### config.mk
export PLATFORM = sky130hd
export DESIGN_NAME = uart_rx_param
export DESIGN_NICKNAME = d
export VERILOG_FILES = /design/src/rtl/uart_rx_param.sv
export SDC_FILE = /design/constraint.sdc
export NUM_CORES = 1
export LEC_CHECK = 0
export CAP_MARGIN = 20
export CORE_MARGIN = 2
export CORE_UTILIZATION = 55
export DETAILED_ROUTE_END_ITERATION = 8
export PLACE_DENSITY_LB_ADDON = 0.12
export SETUP_SLACK_MARGIN = 0.5
export SLEW_MARGIN = 10
export SYNTH_ARGS = -nofsm -noshare
export SYNTH_HDL_FRONTEND = slang
export SYNTH_SLANG_ARGS = --single-unit
export TNS_END_PERCENT = 1
### constraint.sdc
create_clock -name clk -period 2.2 [get_ports clk]
set_input_delay 0.22 -clock clk [delete_from_list [all_inputs] [get_ports clk]]
set_output_delay 0.22 -clock clk [all_outputs]
set_load 0.02 [all_outputs]
### src/rtl/uart_rx_param.sv
`default_nettype none
// ============================================================================
// Module      : uart_rx_param
// Description : Parametrised UART receiver. 5..9 data bits (LSB first),
//               none/odd/even parity, 1 or 2 stop bits, parity and framing
//               error flags. Defining UART_RX_FIFO_EN adds a receive FIFO
//               (rd_en / fifo_count / overrun ports); otherwise the last
//               word is held on the outputs with a one-cycle data_valid.
// Revision    : 1.0 - initial release
// ============================================================================
module uart_rx_param #(
    parameter int CLK_HZ     = 66_000_000,
    parameter int BAUD       = 9_600,
    parameter int DATA_BITS  = 8,
    parameter int PARITY     = 0,
    parameter int STOP_BITS  = 1,
    parameter int FIFO_DEPTH = 4
) (
    input  logic                          clk,
    input  logic                          rst_n,
    input  logic                          rx,
`ifdef UART_RX_FIFO_EN
    input  logic                          rd_en,
    output logic [$clog2(FIFO_DEPTH+1)-1:0] fifo_count,
    output logic                          overrun,
`endif
    output logic [DATA_BITS-1:0]          data,
    output logic                          data_valid,
    output logic                          parity_err,
    output logic                          frame_err,
    output logic                          busy
);

    localparam int c_bit_clk  = (CLK_HZ + BAUD / 2) / BAUD;
    localparam int c_half_clk = c_bit_clk / 2;
    localparam int c_cnt_w    = ($clog2(c_bit_clk) < 1) ? 1 : $clog2(c_bit_clk);
    localparam int c_idx_w    = $clog2(DATA_BITS);

    localparam logic [c_cnt_w-1:0] c_bit_load  = c_cnt_w'(c_bit_clk - 1);
    localparam logic [c_cnt_w-1:0] c_half_load = c_cnt_w'(c_half_clk - 1);
    localparam logic [c_idx_w-1:0] c_last_idx  = c_idx_w'(DATA_BITS - 1);
    localparam logic               c_last_stop = 1'(STOP_BITS - 1);

    localparam logic [2:0] c_st_idle    = 3'd0;
    localparam logic [2:0] c_st_start   = 3'd1;
    localparam logic [2:0] c_st_data    = 3'd2;
    localparam logic [2:0] c_st_parity  = 3'd3;
    localparam logic [2:0] c_st_stop    = 3'd4;
    localparam logic [2:0] c_st_recover = 3'd5;

    logic                 r_rx_meta;
    logic                 r_rx_s;
    logic [2:0]           r_state;
    logic [c_cnt_w-1:0]   r_cnt;
    logic [c_idx_w-1:0]   r_idx;
    logic                 r_stop_idx;
    logic [DATA_BITS-1:0] r_shift;
    logic                 r_perr;
    logic                 r_ferr;

    logic [2:0]           w_state_nxt;
    logic [c_cnt_w-1:0]   w_cnt_nxt;
    logic [c_idx_w-1:0]   w_idx_nxt;
    logic                 w_stop_nxt;
    logic [DATA_BITS-1:0] w_shift_nxt;
    logic                 w_perr_nxt;
    logic                 w_ferr_nxt;
    logic                 w_tick;
    logic                 w_emit;
    logic                 w_emit_pe;
    logic                 w_emit_fe;

    // Two-flop synchroniser for the asynchronous line, idling high
    always_ff @(posedge clk or negedge rst_n) begin
        if (!rst_n) begin
            r_rx_meta <= 1'b1;
            r_rx_s    <= 1'b1;
        end else begin
            r_rx_meta <= rx;
            r_rx_s    <= r_rx_meta;
        end
    end

    // Frame state register
    always_ff @(posedge clk or negedge rst_n) begin
        if (!rst_n) begin
            r_state <= c_st_idle;
        end else begin
            r_state <= w_state_nxt;
        end
    end

    // Bit timer, bit indices and frame accumulators
    always_ff @(posedge clk or negedge rst_n) begin
        if (!rst_n) begin
            r_cnt      <= '0;
            r_idx      <= '0;
            r_stop_idx <= 1'b0;
            r_shift    <= '0;
            r_perr     <= 1'b0;
            r_ferr     <= 1'b0;
        end else begin
            r_cnt      <= w_cnt_nxt;
            r_idx      <= w_idx_nxt;
            r_stop_idx <= w_stop_nxt;
            r_shift    <= w_shift_nxt;
            r_perr     <= w_perr_nxt;
            r_ferr     <= w_ferr_nxt;
        end
    end

    assign w_tick = (r_cnt == '0);

    // Next-state and datapath decode; every sample is taken when the down-counter hits zero
    always_comb begin
        w_state_nxt = r_state;
        w_cnt_nxt   = r_cnt;
        w_idx_nxt   = r_idx;
        w_stop_nxt  = r_stop_idx;
        w_shift_nxt = r_shift;
        w_perr_nxt  = r_perr;
        w_ferr_nxt  = r_ferr;
        w_emit      = 1'b0;
        w_emit_fe   = 1'b0;
        case (r_state)
            c_st_idle: begin
                if (!r_rx_s) begin
                    w_state_nxt = c_st_start;
                    w_cnt_nxt   = c_half_load;
                    w_perr_nxt  = 1'b0;
                    w_ferr_nxt  = 1'b0;
                end
            end
            c_st_start: begin
                if (!w_tick) begin
                    w_cnt_nxt = r_cnt - 1'b1;
                end else if (r_rx_s) begin
                    // Start bit did not survive to its mid-point: treat as a glitch
                    w_state_nxt = c_st_idle;
                end else begin
                    w_state_nxt = c_st_data;
                    w_cnt_nxt   = c_bit_load;
                    w_idx_nxt   = '0;
                end
            end
            c_st_data: begin
                if (!w_tick) begin
                    w_cnt_nxt = r_cnt - 1'b1;
                end else begin
                    w_cnt_nxt   = c_bit_load;
                    w_shift_nxt = {r_rx_s, r_shift[DATA_BITS-1:1]};
                    if (r_idx == c_last_idx) begin
                        w_state_nxt = (PARITY != 0) ? c_st_parity : c_st_stop;
                        w_stop_nxt  = 1'b0;
                    end else begin
                        w_idx_nxt = r_idx + 1'b1;
                    end
                end
            end
            c_st_parity: begin
                if (!w_tick) begin
                    w_cnt_nxt = r_cnt - 1'b1;
                end else begin
                    // Odd parity expects the XOR over data and parity bit to be 1
                    w_perr_nxt  = ((^r_shift) ^ r_rx_s) != (PARITY == 1);
                    w_cnt_nxt   = c_bit_load;
                    w_stop_nxt  = 1'b0;
                    w_state_nxt = c_st_stop;
                end
            end
            c_st_stop: begin
                if (!w_tick) begin
                    w_cnt_nxt = r_cnt - 1'b1;
                end else begin
                    w_emit_fe  = r_ferr | ~r_rx_s;
                    w_ferr_nxt = w_emit_fe;
                    if (r_stop_idx == c_last_stop) begin
                        w_emit      = 1'b1;
                        w_state_nxt = w_emit_fe ? c_st_recover : c_st_idle;
                    end else begin
                        w_stop_nxt = 1'b1;
                        w_cnt_nxt  = c_bit_load;
                    end
                end
            end
            c_st_recover: begin
                // Line held low (break): no start detection until it returns high
                if (r_rx_s) begin
                    w_state_nxt = c_st_idle;
                end
            end
            default: begin
                w_state_nxt = c_st_idle;
            end
        endcase
    end

    assign w_emit_pe = (PARITY != 0) ? r_perr : 1'b0;
    assign busy      = (r_state != c_st_idle);

`ifdef UART_RX_FIFO_EN
    localparam int c_ptr_w = $clog2(FIFO_DEPTH);
    localparam int c_cnt_fw = $clog2(FIFO_DEPTH + 1);

    logic [DATA_BITS+1:0] r_mem [FIFO_DEPTH];
    logic [c_ptr_w-1:0]   r_wr_ptr;
    logic [c_ptr_w-1:0]   r_rd_ptr;
    logic [c_cnt_fw-1:0]  r_count;
    logic                 r_overrun;
    logic                 w_full;
    logic                 w_empty;
    logic                 w_pop;
    logic                 w_push;
    logic [DATA_BITS+1:0] w_head;

    assign w_full  = (r_count == c_cnt_fw'(FIFO_DEPTH));
    assign w_empty = (r_count == '0);
    assign w_pop   = rd_en & ~w_empty;
    // A pop in the same cycle frees the slot the push is about to use
    assign w_push  = w_emit & (~w_full | w_pop);
    assign w_head  = r_mem[r_rd_ptr];

    // FIFO storage; validity is tracked by the pointers, so no reset is needed
    always_ff @(posedge clk) begin
        if (w_push) begin
            r_mem[r_wr_ptr] <= {w_emit_fe, w_emit_pe, r_shift};
        end
    end

    // FIFO pointers, occupancy and overrun pulse
    always_ff @(posedge clk or negedge rst_n) begin
        if (!rst_n) begin
            r_wr_ptr  <= '0;
            r_rd_ptr  <= '0;
            r_count   <= '0;
            r_overrun <= 1'b0;
        end else begin
            r_overrun <= w_emit & w_full & ~w_pop;
            if (w_push) begin
                r_wr_ptr <= r_wr_ptr + 1'b1;
            end
            if (w_pop) begin
                r_rd_ptr <= r_rd_ptr + 1'b1;
            end
            if (w_push && !w_pop) begin
                r_count <= r_count + 1'b1;
            end else if (!w_push && w_pop) begin
                r_count <= r_count - 1'b1;
            end
        end
    end

    assign data       = w_empty ? '0 : w_head[DATA_BITS-1:0];
    assign parity_err = w_empty ? 1'b0 : w_head[DATA_BITS];
    assign frame_err  = w_empty ? 1'b0 : w_head[DATA_BITS+1];
    assign data_valid = ~w_empty;
    assign fifo_count = r_count;
    assign overrun    = r_overrun;
`else
    logic [DATA_BITS-1:0] r_data;
    logic                 r_perr_q;
    logic                 r_ferr_q;
    logic                 r_valid;

    // Hold the last emitted word and flags; data_valid marks the emit cycle only
    always_ff @(posedge clk or negedge rst_n) begin
        if (!rst_n) begin
            r_data   <= '0;
            r_perr_q <= 1'b0;
            r_ferr_q <= 1'b0;
            r_valid  <= 1'b0;
        end else begin
            r_valid <= w_emit;
            if (w_emit) begin
                r_data   <= r_shift;
                r_perr_q <= w_emit_pe;
                r_ferr_q <= w_emit_fe;
            end
        end
    end

    assign data       = r_data;
    assign parity_err = r_perr_q;
    assign frame_err  = r_ferr_q;
    assign data_valid = r_valid;
`endif

endmodule
`default_nettype wire

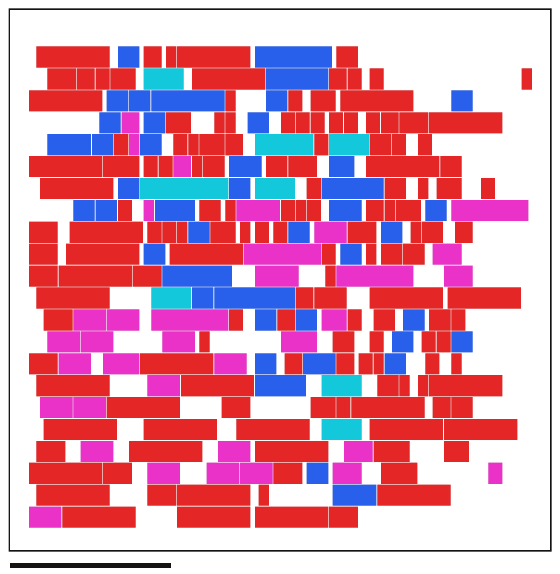
(run_1/sizes.png)
The bar under the picture is 20 um long.
| size | color | cells | most used |
|---|---|---|---|
| _6 and larger | cyan | 8 | clkbuf_8 |
| _3 and _4 cells | blue | 43 | buf_4 |
| _2 cells | magenta | 35 | mux2_2 |
| _0 and _1 cells | red | 150 | dfrtp_1 |

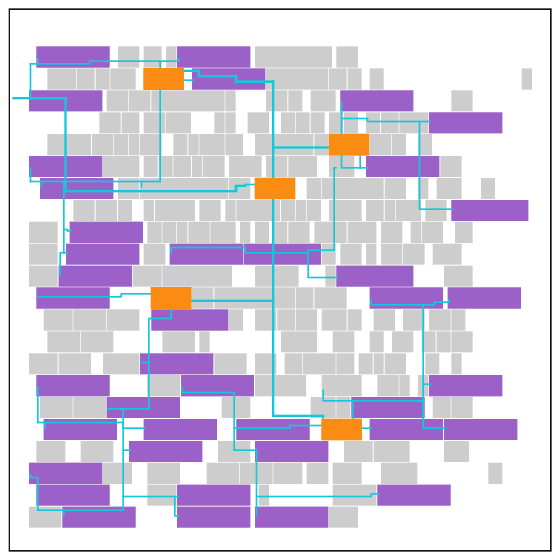
(run_1/clk_routes.png)
[clock drivers] orange | count: 5
[clock wires] cyan | length: 502 um
[flip-flops] purple | count: 40
flops lie: widely spread
routed clock nets: 6

==> run_results.csv, run 1 <==
group,metric,value,unit
run_status,result_of_the_run,"finished, final reports clean",
job,maxCapViolations,0,
place,place.detailed.hpwl,3.460,mm
power,combPwrFrac,2.4,%
drt,route.antenna.remaining_nets,0,
synth,async_flop_share,100.0,%
synth,flop_cell,"sky130_fd_sc_hd__dfrtp_1",
synth,topCombFamilyByArea,"simple AND/OR/NAND/NOR gates",
floorplan,core.rowCount,22,
drt,detail_route.drc_violations,0,
layout,nMultiInputCombCells,138,
setup_path,ff_to_ff_path_depth,7,
floorplan,die_x,67.04,um
floorplan,io-pin-count,15,
synth,yosys-stat-cells,197,
power,p_comb,0.0000336,W
power,static-leakage-power,1.239,nW
drt,routedLengthMet1,2.415,mm
setup_path,crit_type,"reg -> reg",
final_timing,final.hold.worst_slack,23.79,ps
hold_path,hp-class,"in -> async",
floorplan,vertical_die_dimension,67.04,um
floorplan,fp_util,58.39,%
layout,comb-cell-share,42.17,%
layout,multiInputGateArea,1149,um^2
place,placement.cell_area,2467,um^2
clock_network,worst_setup_hold_path_clk_slew,80,ps
setup_path,cp.required,2380,ps
floorplan,num_tap_cells,48,
setup_path,critPathCapture,"r_cnt[9]$_DFFE_PN0P_",
global_routing,pin_count_of_the_biggest_net_entering_global_routing,41,
setup_path,crit_cells,7,
synth,largest_area_cell,"sky130_fd_sc_hd__dfrtp_1",
power,p_sw,0.0002979,W
power,intPower,0.001118,W
clock_network,tritoncts_clock_tree,"built",
synth,synth_adder_area_share,2.290,%
final_timing,highest_attainable_clock_frequency,0.4812,GHz
layout,mostFrequentLayoutCell,"sky130_fd_sc_hd__dfrtp_1",
setup_path,setup.worst_path.end_class,"flip-flop",
floorplan,fp.coreArea,3744,um^2
final_timing,timing.max_slew.rel_slack,42.20,%
layout,lay_top_cells,"36 x sky130_fd_sc_hd__dfrtp_1, 29 x sky130_fd_sc_hd__buf_4, 16 x sky130_fd_sc_hd__mux2_2",
job,warning_count,30,
clock_network,cts-root-buf,"sky130_fd_sc_hd__clkbuf_8",
layout,layout.non_clock_inverters,7,
power,power_top_consumer,"registers",
drt,dr_wl_met2,2.497,mm
synth,synth_simple_gate_area_share,19.12,%
power,power_density,519.9,nW/um^2
final_timing,fin_tns_setup,0,ps
layout,buffer_area_share,13.28,%
drt,wire_per_inst,19.00,um
layout,nets,242,
global_routing,globalRouteMet3Util,6.419,%
final_timing,timing_hold_violations_final,0,
layout,fillCellCount,266,
drt,drtPass1Iterations,4,
global_routing,global_route.usage.met1,38.85,%
global_routing,grt_pass1_wl,9.446,mm
clock_network,postCtsSetupBuffers,11,
layout,drive_above_1_share,36.44,%
layout,areaGrowthSynthToFinish,24.61,%
synth,syn-mean-instance-area,11.10,um^2
synth,synthDistinctLibCells,58,
synth,ys_seq_elements,40,
clock_network,clk-insertion-delay-late,300,ps
layout,layout.cell_area.non_filler,2724,um^2
power,clkPwrFrac,45.5,%
setup_path,cp.buffers_inverters,2,
setup_path,timing.critical_path.cells,"inv_2, ha_4, or4b_4, buf_12, o311ai_4, or4_1, o211ai_1",
drt,drt-vias-per-instance,6.342,
clock_network,cts.path.max_buffers,2,
final_timing,min_period,2078,ps
final_timing,worst_setup_slack_final,121.9,ps
layout,final_cells,284,
layout,num-nonclk-buffers,43,
setup_path,cp.arrival,2250,ps
setup_path,r2r_end,"r_cnt[9]$_DFFE_PN0P_",
global_routing,grt_usage,28.31,%
synth,synth.yosys.warnings,0,
setup_path,setup.worst_path.start_class,"flip-flop",
layout,largestClassByArea,"logic gates",
setup_path,rrSetupSlack,120,ps
final_timing,grt_setup_unrepaired,"true",
global_routing,antenna_violations_before_repair,0,
synth,postSynthSeqShare,45.91,%
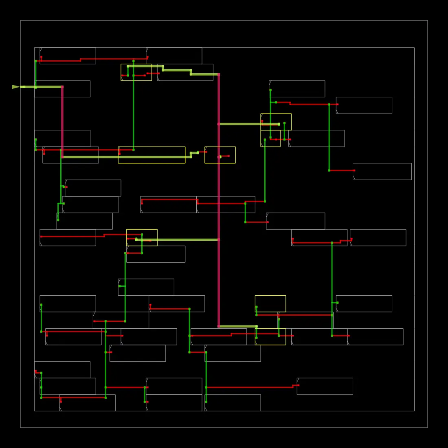
(run_1/clocks.png)
number of clock sinks: 40
number of sequential cells in the layout: 40

==> run 1: synthesized netlist by cell type (all sizes together), types with 2 or more instances <==
master and number:
o22a 2, or3 2, nand4 4, dfstp 2
nand2 9, mux2 18, buf 6, dfrtp 38
nor3 8, o41ai 2, ha 4, nor3b 4
o21ai 13, or4 4, o211ai 2, inv 7
o211a 3, a21oi 10, clkbuf 6, a22o 2
a311oi 2, nor2 8, nor4 6, o31ai 3
nand3 7
==> run 1: flip-flops by register name (all words and copies together), names as in the netlist <==
register and cells:
r_cnt 13, r_idx 3, data_valid 1, data 8
r_rx_s 1, r_state 3, frame_err 1, r_rx_meta 1
r_shift 8, r_ferr 1
==> run 2: changes to the inputs <==
--- a/config.mk
+++ b/config.mk
@@ -6,7 +6,7 @@
 export NUM_CORES = 1
 export LEC_CHECK = 0
 export CAP_MARGIN = 20
-export CORE_MARGIN = 2
+export CORE_MARGIN = 3
 export CORE_UTILIZATION = 55
 export DETAILED_ROUTE_END_ITERATION = 8
 export PLACE_DENSITY_LB_ADDON = 0.12
==> run_results.csv, run 2 <==
group,metric,value,unit
setup_path,rrSetupSlack,160,ps
synth,compound_area_share,18.32,%
synth,yosys-stat-cells,197,
setup_path,timing.critical_path.fanout_max,3,
power,power.switching_fraction,21.11,%
setup_path,crit_type,"reg -> reg",
final_timing,highest_attainable_clock_frequency,0.4909,GHz
power,combPwrFrac,2.4,%
floorplan,vertical_die_dimension,69.04,um
setup_path,cp.arrival,2230,ps
drt,drt-vias-per-instance,6.208,
hold_path,hp-class,"in -> async",
place,portBuffers,13,
global_routing,grtUsageMet2,34.64,%
layout,mostFrequentLayoutCell,"sky130_fd_sc_hd__dfrtp_1",
synth,synth_chip_area,2186,um^2
clock_network,cts-root-buf,"sky130_fd_sc_hd__clkbuf_8",
final_timing,report.final.slew_viol_count,0,
power,powerClk,0.000645,W
setup_path,critPathCapture,"r_cnt[8]$_DFFE_PN0P_",
final_timing,min_period,2037,ps
power,power_top_consumer,"registers",
setup_path,timing.rr.start,"r_cnt[1]$_DFFE_PN0P_",
power,p_comb,0.0000340,W
synth,synth.top_cells.by_area,"sky130_fd_sc_hd__dfrtp_1 44%, sky130_fd_sc_hd__mux2_2 8.2%, sky130_fd_sc_hd__o21ai_0 3.0%",
clock_network,cts.path.max_buffers,2,
synth,synth_adder_area_share,2.290,%
setup_path,setup.worst_path.start_class,"flip-flop",
power,power.sequential.total,0.000739,W
global_routing,grt_usage,22.53,%
clock_network,cts_hold_repair.buffers,0,
final_timing,timing_hold_violations_final,0,
clock_network,postCtsSetupBuffers,7,
layout,multiInputGateArea,1135,um^2
global_routing,pin_count_of_the_biggest_net_entering_global_routing,41,
setup_path,slowest_cell_on_crit_path,"sky130_fd_sc_hd__or4b_4",
layout,areaGrowthSynthToFinish,24.04,%
floorplan,io-pin-count,15,
floorplan,fp_util,58.39,%
layout,lay_top_cells,"38 x sky130_fd_sc_hd__dfrtp_1, 28 x sky130_fd_sc_hd__buf_4, 16 x sky130_fd_sc_hd__mux2_2",
layout,fillCellCount,288,
power,clkPwrFrac,45.5,%
place,finalWeightedCongestion,0.9245,
layout,insertedDiodeCount,0,
layout,top_register,"r_cnt",
global_routing,globalRouteMet3Util,4.227,%
synth,yosys-mux-area-fraction,10.07,%
setup_path,cp.buffers_inverters,3,
job,maxCapViolations,0,
global_routing,antenna_violations_before_repair,0,
layout,drive_above_1_share,34.75,%
drt,dr_wl_met2,2.427,mm
power,static-leakage-power,1.239,nW
drt,vias,1763,
drt,drtPass1Iterations,5,
synth,synthDistinctLibCells,58,
global_routing,busiest_layer_in_global_routing,"met2",
power,worst_ir_drop_vdd,0.4062,mV
clock_network,clock_sinks,40,
setup_path,timing.critical_path.cells,"inv_2, ha_4, or4b_4, buf_12, buf_4, nor3_1, o21ai_1, o221a_2",
synth,netlist_area,2186,um^2
setup_path,crit_cells,8,
setup_path,ff_to_ff_path_depth,8,
synth,most_common_cell,"sky130_fd_sc_hd__dfrtp_1",
clock_network,clock_tree.htree_level_count,2,
layout,nets,242,
clock_network,tritoncts_clock_tree,"built",
global_routing,grt_pass1_wl,8.714,mm
drt,drt-initial-drc-count,171,
drt,wire_per_inst,18.04,um
synth,synth-xor-area-share,0.4007,%
power,power,0.001418,W
synth,topCombFamilyByArea,"simple AND/OR/NAND/NOR gates",
synth,syn-mean-instance-area,11.10,um^2
setup_path,cp.required,2390,ps
synth,post_synth_most_frequent_cells,"38 x sky130_fd_sc_hd__dfrtp_1, 16 x sky130_fd_sc_hd__mux2_2, 13 x sky130_fd_sc_hd__o21ai_0, 10 x sky130_fd_sc_hd__a21oi_1, 9 x sky130_fd_sc_hd__nand2_1",
drt,routedLengthMet1,2.322,mm
power,p_sw,0.0002993,W
drt,drt_wl_total,5.123,mm
power,intPower,0.001118,W
run_status,result_of_the_run,"finished, final reports clean",
setup_path,critical-path-max-stage-delay,500,ps
floorplan,die_area,4767,um^2
synth,syn-instance-count,197,
setup_path,cp_top_family,"simple AND/OR/NAND/NOR gates",
drt,detail_route.drc_violations,0,
final_timing,post_layout_period_usage,92.59,%
final_timing,clock-skew-final,7.982,ps
power,power_density,522.8,nW/um^2
job,warning_count,30,
global_routing,global_route.usage.met1,32.33,%
clock_network,cts-resized-gates,7,
floorplan,core.rowCount,22,
synth,ys_seq_elements,40,
final_timing,timing.max_slew.rel_slack,40.81,%
global_routing,first_global_vias,1702,
final_timing,final-setup-viol-count,0,
setup_path,setup.worst_path.end_class,"flip-flop",
layout,largest_reg_flops,13,
drt,route.antenna.remaining_nets,0,
floorplan,die_x,69.04,um
synth,flop_cell,"sky130_fd_sc_hd__dfrtp_1",
power,power_frac_seq,52.1,%
layout,final-seq-area,1003,um^2
place,place.detailed.hpwl,3.494,mm
floorplan,fp.coreArea,3744,um^2
clock_network,clk-insertion-delay-late,300,ps
final_timing,tightest_slew,887.9,ps
synth,flip_flops_with_a_built_in_enable,0,
setup_path,r2r_end,"r_cnt[8]$_DFFE_PN0P_",
synth,top_area_share,43.50,%
clock_network,cts_made_buffers,5,
clock_network,worst_setup_hold_path_clk_slew,90,ps
synth,synth_simple_gate_area_share,19.12,%
final_timing,grt_setup_unrepaired,"true",
drt,met3_length,315,um
setup_path,critPathLaunch,"r_cnt[1]$_DFFE_PN0P_",
synth,largest_area_cell,"sky130_fd_sc_hd__dfrtp_1",
drt,highest_layer,"met4",
global_routing,grt_overflow_total,0,
synth,postSynthSeqShare,45.91,%
final_timing,fin_tns_setup,0,ps
synth,synth.yosys.warnings,0,
synth,fp_nets,204,
synth,async_flop_share,100.0,%
## run 2: cell counts after synthesis
No cell type changed its count.
## run 2: stage by stage
stage	instance area (um^2)	std cells	util (%)	worst slack [ps]	hold slack [ps]
floorplan	2195	197	-	217.8	-75.59
global placement	2467	265	65.91	103.5	349.3
detailed placement	2467	265	65.91	48.79	347.8
CTS	2674	280	71.42	175.5	65.89
global route	2711	284	72.43	85.05	95.99
finish	2711	284	72.43	163.0	34.99
## run 2: area by class of cell
cell class | instances | area share (%)
Clock buffer | 6 | 3.046
Clock inverter | 2 | 1.431
Sequential cell | 40 | 37.01
Inverter | 7 | 0.9691
Timing Repair Buffer | 43 | 13.47
Tap cell | 48 | 2.215
Multi-Input combinational cell | 138 | 41.86
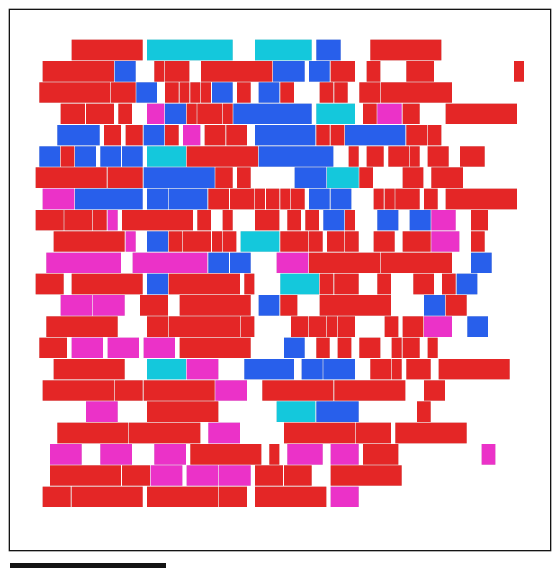
(run_2/sizes.png)
The bar under the picture is 20 um long.
| size | color | cells | most used |
|---|---|---|---|
| _2 cells | magenta | 31 | mux2_2 |
| _3 and _4 cells | blue | 42 | buf_4 |
| _0 and _1 cells | red | 154 | dfrtp_1 |
| _6 and larger | cyan | 9 | clkbuf_8 |

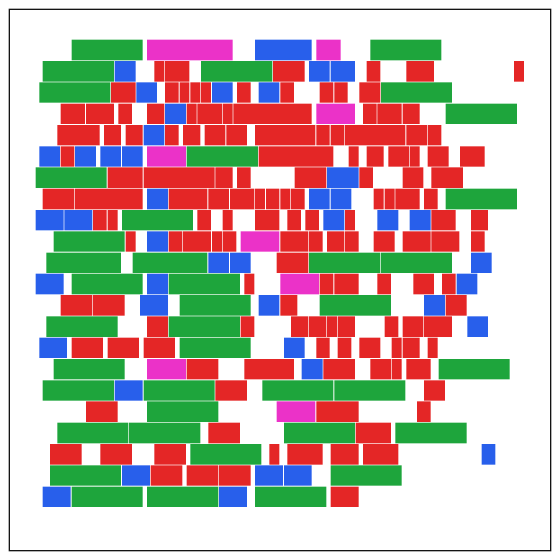
(run_2/placement_by_type.png)
| class | color | cells | share of their area |
|---|---|---|---|
| clock drivers and dummy loads | magenta | 8 | 4.6% |
| combinational and other logic | red | 145 | 44% |
| remaining buffers and delay cells | blue | 43 | 14% |
| sequential cells | green | 40 | 38% |

Power figures rest on the tool's default switching activity, not on a simulated workload.
